Figure 1. Clock nets.
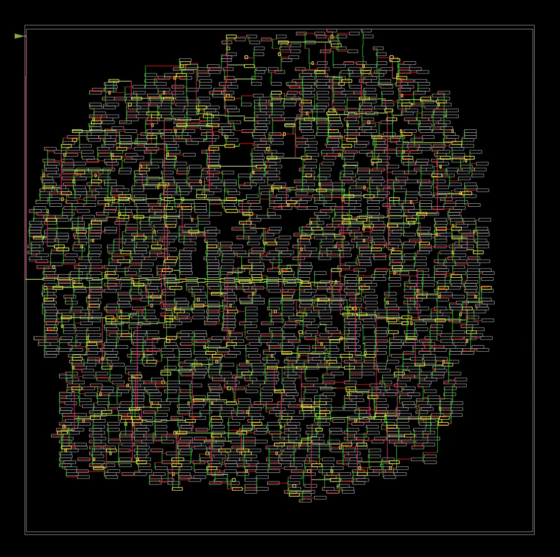
Figure 2. Wiring by layer.
Only two layers are drawn.
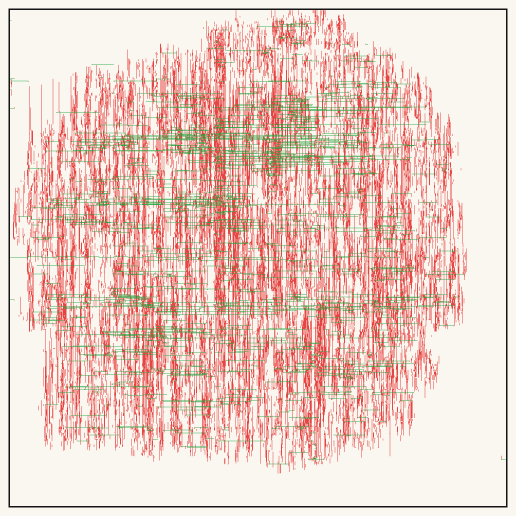
`src/rtl/word_burst_tx_pkg.sv`:
```
// Shared definitions for the 9-bit word link (flag + 8 data bits).
package word_burst_tx_pkg;

   typedef enum logic [2:0] {
      StIdle,
      StSend,
      StRelease,
      StEofSend,
      StEofRelease,
      StFin
   } state_e;

   localparam logic [7:0]  EofWord = 8'h00;
   localparam int unsigned LinkW   = 9;

endpackage

```
`src/rtl/word_buf.sv`:
```
// DEPTH x 8 simple dual-port RAM with one write port and a registered read port.
module word_buf #(
   parameter int unsigned DEPTH = 256,
   parameter int unsigned AW    = 8
) (
   input  logic          i_clk,
   input  logic          i_we,
   input  logic [AW-1:0] i_waddr,
   input  logic [7:0]    i_wdata,
   input  logic [AW-1:0] i_raddr,
   output logic [7:0]    o_rdata
);

   logic [7:0] r_mem [DEPTH];
   logic [7:0] r_rdata;

   // Write-first on an address collision so a prefetch never returns a stale byte.
   always_ff @(posedge i_clk) begin
      if (i_we) begin
         r_mem[i_waddr] <= i_wdata;
      end
      r_rdata <= (i_we && (i_waddr == i_raddr)) ? i_wdata : r_mem[i_raddr];
   end

   assign o_rdata = r_rdata;

endmodule

```
`src/rtl/word_burst_tx.sv`:
```
// Burst transmitter: buffers non-zero bytes, then sends them plus an EOF word over a
// four-phase flag/ack handshake with a per-phase ack timeout.
module word_burst_tx
   import word_burst_tx_pkg::*;
#(
   parameter int unsigned DEPTH       = 256,
   parameter int unsigned AW          = 8,
   parameter int unsigned ACK_TIMEOUT = 1023
) (
   input  logic       i_clk,
   input  logic       i_rst,
   input  logic       i_wr_en,
   input  logic [7:0] i_wr_data,
   output logic       o_wr_drop,
   output logic       o_wr_full,
   input  logic       i_start,
   output logic       o_busy,
   output logic       o_done,
   output logic       o_timeout_err,
   output logic       o_link_flag,
   output logic [7:0] o_link_data,
   input  logic       i_link_ack
);

   localparam int unsigned TW   = $clog2(ACK_TIMEOUT + 1);
   localparam logic [AW:0] Full = (AW + 1)'(DEPTH);

   state_e        r_state;
   logic [AW:0]   r_count;
   logic [AW:0]   r_len;
   logic [AW:0]   r_idx;
   logic [TW-1:0] r_timer;
   logic [7:0]    r_word;
   logic          r_wr_drop;
   logic          r_wr_full;
   logic          r_busy;
   logic          r_done;
   logic          r_timeout_err;
   logic          r_link_flag;
   logic [7:0]    r_link_data;

   logic          w_idle;
   logic          w_accept;
   logic          w_drop;
   logic [AW-1:0] w_raddr;
   logic [7:0]    w_rd_data;
   logic [AW:0]   w_idx_nx;
   logic          w_ack_phase;
   logic          w_rel_phase;
   logic          w_advance;
   logic          w_expired;
   logic          w_abort;

   assign w_idle   = (r_state == StIdle);
   assign w_accept = w_idle && i_wr_en && !i_start && (i_wr_data != 8'h00) && (r_count != Full);
   assign w_drop   = i_wr_en && !w_accept;
   assign w_idx_nx = r_idx + 1'b1;
   // Idle prefetches entry 0; during a burst the next entry is kept ready.
   assign w_raddr  = w_idle ? '0 : (r_idx[AW-1:0] + 1'b1);

   assign w_ack_phase = (r_state == StSend) || (r_state == StEofSend);
   assign w_rel_phase = (r_state == StRelease) || (r_state == StEofRelease);
   assign w_advance   = (w_ack_phase && i_link_ack) || (w_rel_phase && !i_link_ack);
   assign w_expired   = (r_timer == TW'(ACK_TIMEOUT - 1));
   assign w_abort     = (w_ack_phase || w_rel_phase) && !w_advance && w_expired;

   word_buf #(
      .DEPTH (DEPTH),
      .AW    (AW)
   ) u_buf (
      .i_clk   (i_clk),
      .i_we    (w_accept),
      .i_waddr (r_count[AW-1:0]),
      .i_wdata (i_wr_data),
      .i_raddr (w_raddr),
      .o_rdata (w_rd_data)
   );

   always_ff @(posedge i_clk or posedge i_rst) begin
      if (i_rst) begin
         r_state       <= StIdle;
         r_count       <= '0;
         r_len         <= '0;
         r_idx         <= '0;
         r_timer       <= '0;
         r_word        <= EofWord;
         r_wr_drop     <= 1'b0;
         r_wr_full     <= 1'b0;
         r_busy        <= 1'b0;
         r_done        <= 1'b0;
         r_timeout_err <= 1'b0;
         r_link_flag   <= 1'b0;
         r_link_data   <= EofWord;
      end else begin
         r_wr_drop <= w_drop;
         r_done    <= 1'b0;
         if (w_ack_phase || w_rel_phase) begin
            r_timer <= w_advance ? '0 : r_timer + 1'b1;
         end
         case (r_state)
            StIdle: begin
               r_busy      <= 1'b0;
               r_link_flag <= 1'b0;
               r_link_data <= EofWord;
               r_timer     <= '0;
               if (i_start) begin
                  r_timeout_err <= 1'b0;
                  r_len         <= r_count;
                  r_idx         <= '0;
                  r_word        <= w_rd_data;
                  r_state       <= (r_count == '0) ? StEofSend : StSend;
               end else if (w_accept) begin
                  r_count   <= r_count + 1'b1;
                  r_wr_full <= ((r_count + 1'b1) == Full);
               end
            end
            StSend: begin
               r_busy      <= 1'b1;
               r_link_flag <= 1'b1;
               r_link_data <= r_word;
               if (i_link_ack) begin
                  r_state <= StRelease;
               end
            end
            StRelease: begin
               r_busy      <= 1'b1;
               r_link_flag <= 1'b0;
               r_link_data <= r_word;
               if (!i_link_ack) begin
                  r_idx <= w_idx_nx;
                  if (w_idx_nx < r_len) begin
                     r_word  <= w_rd_data;
                     r_state <= StSend;
                  end else begin
                     r_state <= StEofSend;
                  end
               end
            end
            StEofSend: begin
               r_busy      <= 1'b1;
               r_link_flag <= 1'b1;
               r_link_data <= EofWord;
               if (i_link_ack) begin
                  r_state <= StEofRelease;
               end
            end
            StEofRelease: begin
               r_busy      <= 1'b1;
               r_link_flag <= 1'b0;
               r_link_data <= EofWord;
               if (!i_link_ack) begin
                  r_state <= StFin;
               end
            end
            StFin: begin
               r_busy      <= 1'b1;
               r_link_flag <= 1'b0;
               r_link_data <= EofWord;
               r_done      <= 1'b1;
               r_count     <= '0;
               r_wr_full   <= 1'b0;
               r_state     <= StIdle;
            end
            default: r_state <= StIdle;
         endcase
         // Abort overrides whatever the wait state scheduled above.
         if (w_abort) begin
            r_state       <= StIdle;
            r_busy        <= 1'b0;
            r_link_flag   <= 1'b0;
            r_link_data   <= EofWord;
            r_timeout_err <= 1'b1;
            r_count       <= '0;
            r_wr_full     <= 1'b0;
            r_timer       <= '0;
         end
      end
   end

   assign o_wr_drop     = r_wr_drop;
   assign o_wr_full     = r_wr_full;
   assign o_busy        = r_busy;
   assign o_done        = r_done;
   assign o_timeout_err = r_timeout_err;
   assign o_link_flag   = r_link_flag;
   assign o_link_data   = r_link_data;

endmodule

```
`config.mk`:
```
export PLATFORM = sky130hd
export DESIGN_NAME = word_burst_tx
export DESIGN_NICKNAME = d
export VERILOG_FILES = /design/src/rtl/word_burst_tx_pkg.sv /design/src/rtl/word_buf.sv /design/src/rtl/word_burst_tx.sv
export SDC_FILE = /design/constraint.sdc
export NUM_CORES = 2
export LEC_CHECK = 0
export ABC_AREA = 1
export CAP_MARGIN = 0
export CORE_UTILIZATION = 40
export DETAILED_ROUTE_END_ITERATION = 10
export PLACE_DENSITY_LB_ADDON = 0.3
export SLEW_MARGIN = 20
export SYNTH_ARGS = -nofsm -noshare
export SYNTH_HDL_FRONTEND = slang
export SYNTH_HIERARCHICAL = 1
export SYNTH_SLANG_ARGS = --single-unit
export TNS_END_PERCENT = 30
```
`constraint.sdc`:
```
create_clock -name i_clk -period 7.1 [get_ports i_clk]
set_input_delay 0.71 -clock i_clk [delete_from_list [all_inputs] [get_ports i_clk]]
set_output_delay 0.71 -clock i_clk [all_outputs]
set_load 0.005 [all_outputs]
```
==> job_summary.md <==
## Implementation flow summary

| Metric | Value |
|---|---|
| Seq cells post-synth | approximately 2100 |
| Post-CTS sizing | 0 |
| Yosys Chip Area | roughly 87000 µm² |
| Critical Path RT | about 7600 ps |
| Sw Share | 34.98% |
| Post-CTS Setup Inserts | 0 |
| Hold-fix buffers, CTS | 0 |
| Logic gate share of total power | 27.8% |
| Synthesized instance count | around 7500 |
| TritonCTS clock tree | built |
| P&R area growth vs syn | 10.40% |
| Worst relative slew slack | approximately 22% |
| Status | completed |
| Vias in the first global route | between 50000 and 60000 |
| Cell area after synthesis | between 80000 and 90000 µm² |
| Crit path kind | reg2reg |
| Via/cell ratio | roughly 5.5 |
| DRC violations left | 0 |
| Unrepaired setup endpoints after global routing | false |
| Top-count cell post-synth | nand2_1 |
| Pleak | 33.34 nW |
| NetSw | 12.15 mW |
| Proportion of layout cells with a drive suffix above 1 | 5.997% |
| First-pass GRT wire length | 354800 µm |
| Crit path capture type | flip-flop |
| Cell accounting for the most synthesized area | edfxtp_1 |
| CTS buffer count | 214 |
| Final hold slack | 275.4 ps |
| Sequential area share after synthesis | 72.54% |
| Setup Total Neg Slack | 0 ps |
| CTS HTree Levels | 4 |
| Hold Crit Class | in2reg |
| Total grt overflow | 0 |
| Clock transition at the registers of the reported paths | 60 ps |
| Pre-antenna DRT Iters | 6 |
| CTS root buffer | clkbuf_16 |
| Syn Nets | ~7500 |
| DIE WIDTH | ~470 µm |
| Synth top cells by count | nand2_1, nand3_1, edfxtp_1 |
| Worst VDD drop | 0.4643 mV |
| EDFF count, synth | around 2000 |
| Fmax | 242.4 MHz |
| Yosys cell count | between 7000 and 8000 |
| Die Area | 219700 µm² |
| Initial antenna violation count | 5 |
| Core area | 215500 µm² |
| Die height | 468.7 µm |
| Floorplan utilization | between 40% and 50% |
| Worst slew pin tran | 1170 ps |
| Tmin final | a little over 4000 ps |
| Largest cells by area | edfxtp_1, nand3_1, nand2_1 |
| Max-area cell share | 70.58% |
| Drt wl/cell | approximately 23 µm |
| Clock network power share | between 30% and 40% |
| Routability Congestion | 0.9072 |
| Pin count of the biggest net entering global routing | approximately 260 |
| Worst Path Max Fanout | 18 |
| Final core utilization | roughly 45% |
| Boundary Pins | 27 |
| Tcrit/Tclk final | 58.11% |
| Fin. Hold Viols | 0 |
| Commonest flop | edfxtp_1 |
| Power Dens Cells | between 300 and 400 nW/µm² |
| Log Warnings | approximately 86 |
| Syn avg cell area | 11.64 µm² |
| Final-report max-slew violation count | 0 |
| Yosys Warn Count | 6 |
| Final setup fails | 0 |
| FILL cells | slightly below 20000 |
| Max clock buf depth | 3 |
-- Figure 1 (at the start) --
later-pin clock latency in the skew report: 870 ps
P_clk: 11.1 mW

-- Figure 2 (at the start) --
M3 -> green  # wire length 21.5 mm
M2 -> red  # wire length 109 mm
Total Routing Usage GR: 21.60%
WL final: 238600 µm
via count: 57260

[flip-flops by register name, indices dropped and copies added, names as in the netlist, named ones only]
name / count
r_idx: 9
o_link_flag: 1
o_done: 1
r_count: 9
o_busy: 1
o_link_data: 8
o_wr_drop: 1
r_state: 3
o_timeout_err: 1
r_word: 8
r_timer: 10
o_wr_full: 1
r_len: 9
u_buf/r_mem: 2048
[kinds of logic after synthesis]
group,Yosys count,share of synthesized area [%]
adder cells (fa/ha/maj),14,0.2010
AND-OR/OR-AND,42,0.3059
flip-flops,2118,72.54
XOR/XNOR,7,0.07036
buffers and inverters,610,3.423
AND/OR/NAND/NOR,4698,23.46
[cell type report]
| class | instances | share of cell area [%] |
|---|---|---|
| repair buffers | 110 | 1.124 |
| inverters | 116 | 0.4903 |
| well taps | 2838 | 3.691 |
| diodes | 6 | 0.01561 |
| multi-input cells | 4761 | 21.78 |
| clock buffers | 257 | 5.755 |
| clock inverters | 142 | 1.416 |
| flip-flops and latches | 2118 | 65.73 |
[cells in the final DEF (no fill, tap or decap), types with 12 or more instances in the layout]
master and count:
nand2_1 2249, nand3_1 2064, edfxtp_1 2048, nor2_1 324
clkbuf_16 214, inv_1 102, buf_4 72, dfrtp_1 62
clkinv_1 55, clkbuf_1 41, clkinv_2 36, nand4_1 29
clkdlybuf4s50_1 18, bufinv_16 17, a21oi_1 14, ha_1 14
clkinvlp_4 14, buf_12 12
[power groups by stage]
stage	combinational, mW	sequential [mW]	clock, mW
2_1_floorplan	6.81	14.1	0
3_3_place_gp	9.45	14.3	0
3_5_place_dp	9.53	14.3	0
4_1_cts	9.56	14.0	11.2
5_1_grt	10.6	14.0	11.7
6_report	9.66	14.0	11.1
[critical path: stages, from the launching register on]
cell and delay (ps):
dfrtp_1 620, inv_1 270, nand4_1 200, nor2_1 170, nand2_2 170, clkinv_1 270, buf_4 290, nand2_1 660
buf_4 510, nor2_1 540
[layer usage]
layer | GRT usage [%] | routed length (µm)
met3 | 4.194 | 21480
met2 | 33.45 | 108700
met1 | 30.10 | 99940
met5 | 0 | 0
met4 | 8.167 | 8559
[per-stage QoR]
stage | power, mW | instances | setup slack (ps)
global route | 36.29 | 10340 | 2753
CTS | 34.80 | 10340 | 3089
global placement | 23.70 | 9943 | 2615
floorplan | 20.93 | 7489 | 4397
detailed placement | 23.79 | 9943 | 2632
finish | 34.74 | 10350 | 2974
[worst paths after layout]
| kind | startpoint | to | slack [ps] | cells past startpoint |
|---|---|---|---|---|
| worst min-delay path | i_wr_data[5] | u_buf/r_mem[136][5] | 280 | 1 |
| worst max-delay path | r_state[1] | u_buf/r_mem[68][3] | 2970 | 9 |
| worst min register to register | r_len[0] | r_len[0] | 480 | 2 |
| max in group asynchronous | i_rst | r_timer[5] | 6110 | 3 |
| worst max register to register | r_state[1] | u_buf/r_mem[68][3] | 2970 | 9 |
| min in group asynchronous | i_rst | r_len[8] | 410 | 3 |
Power is estimated from default activity; no workload was simulated.
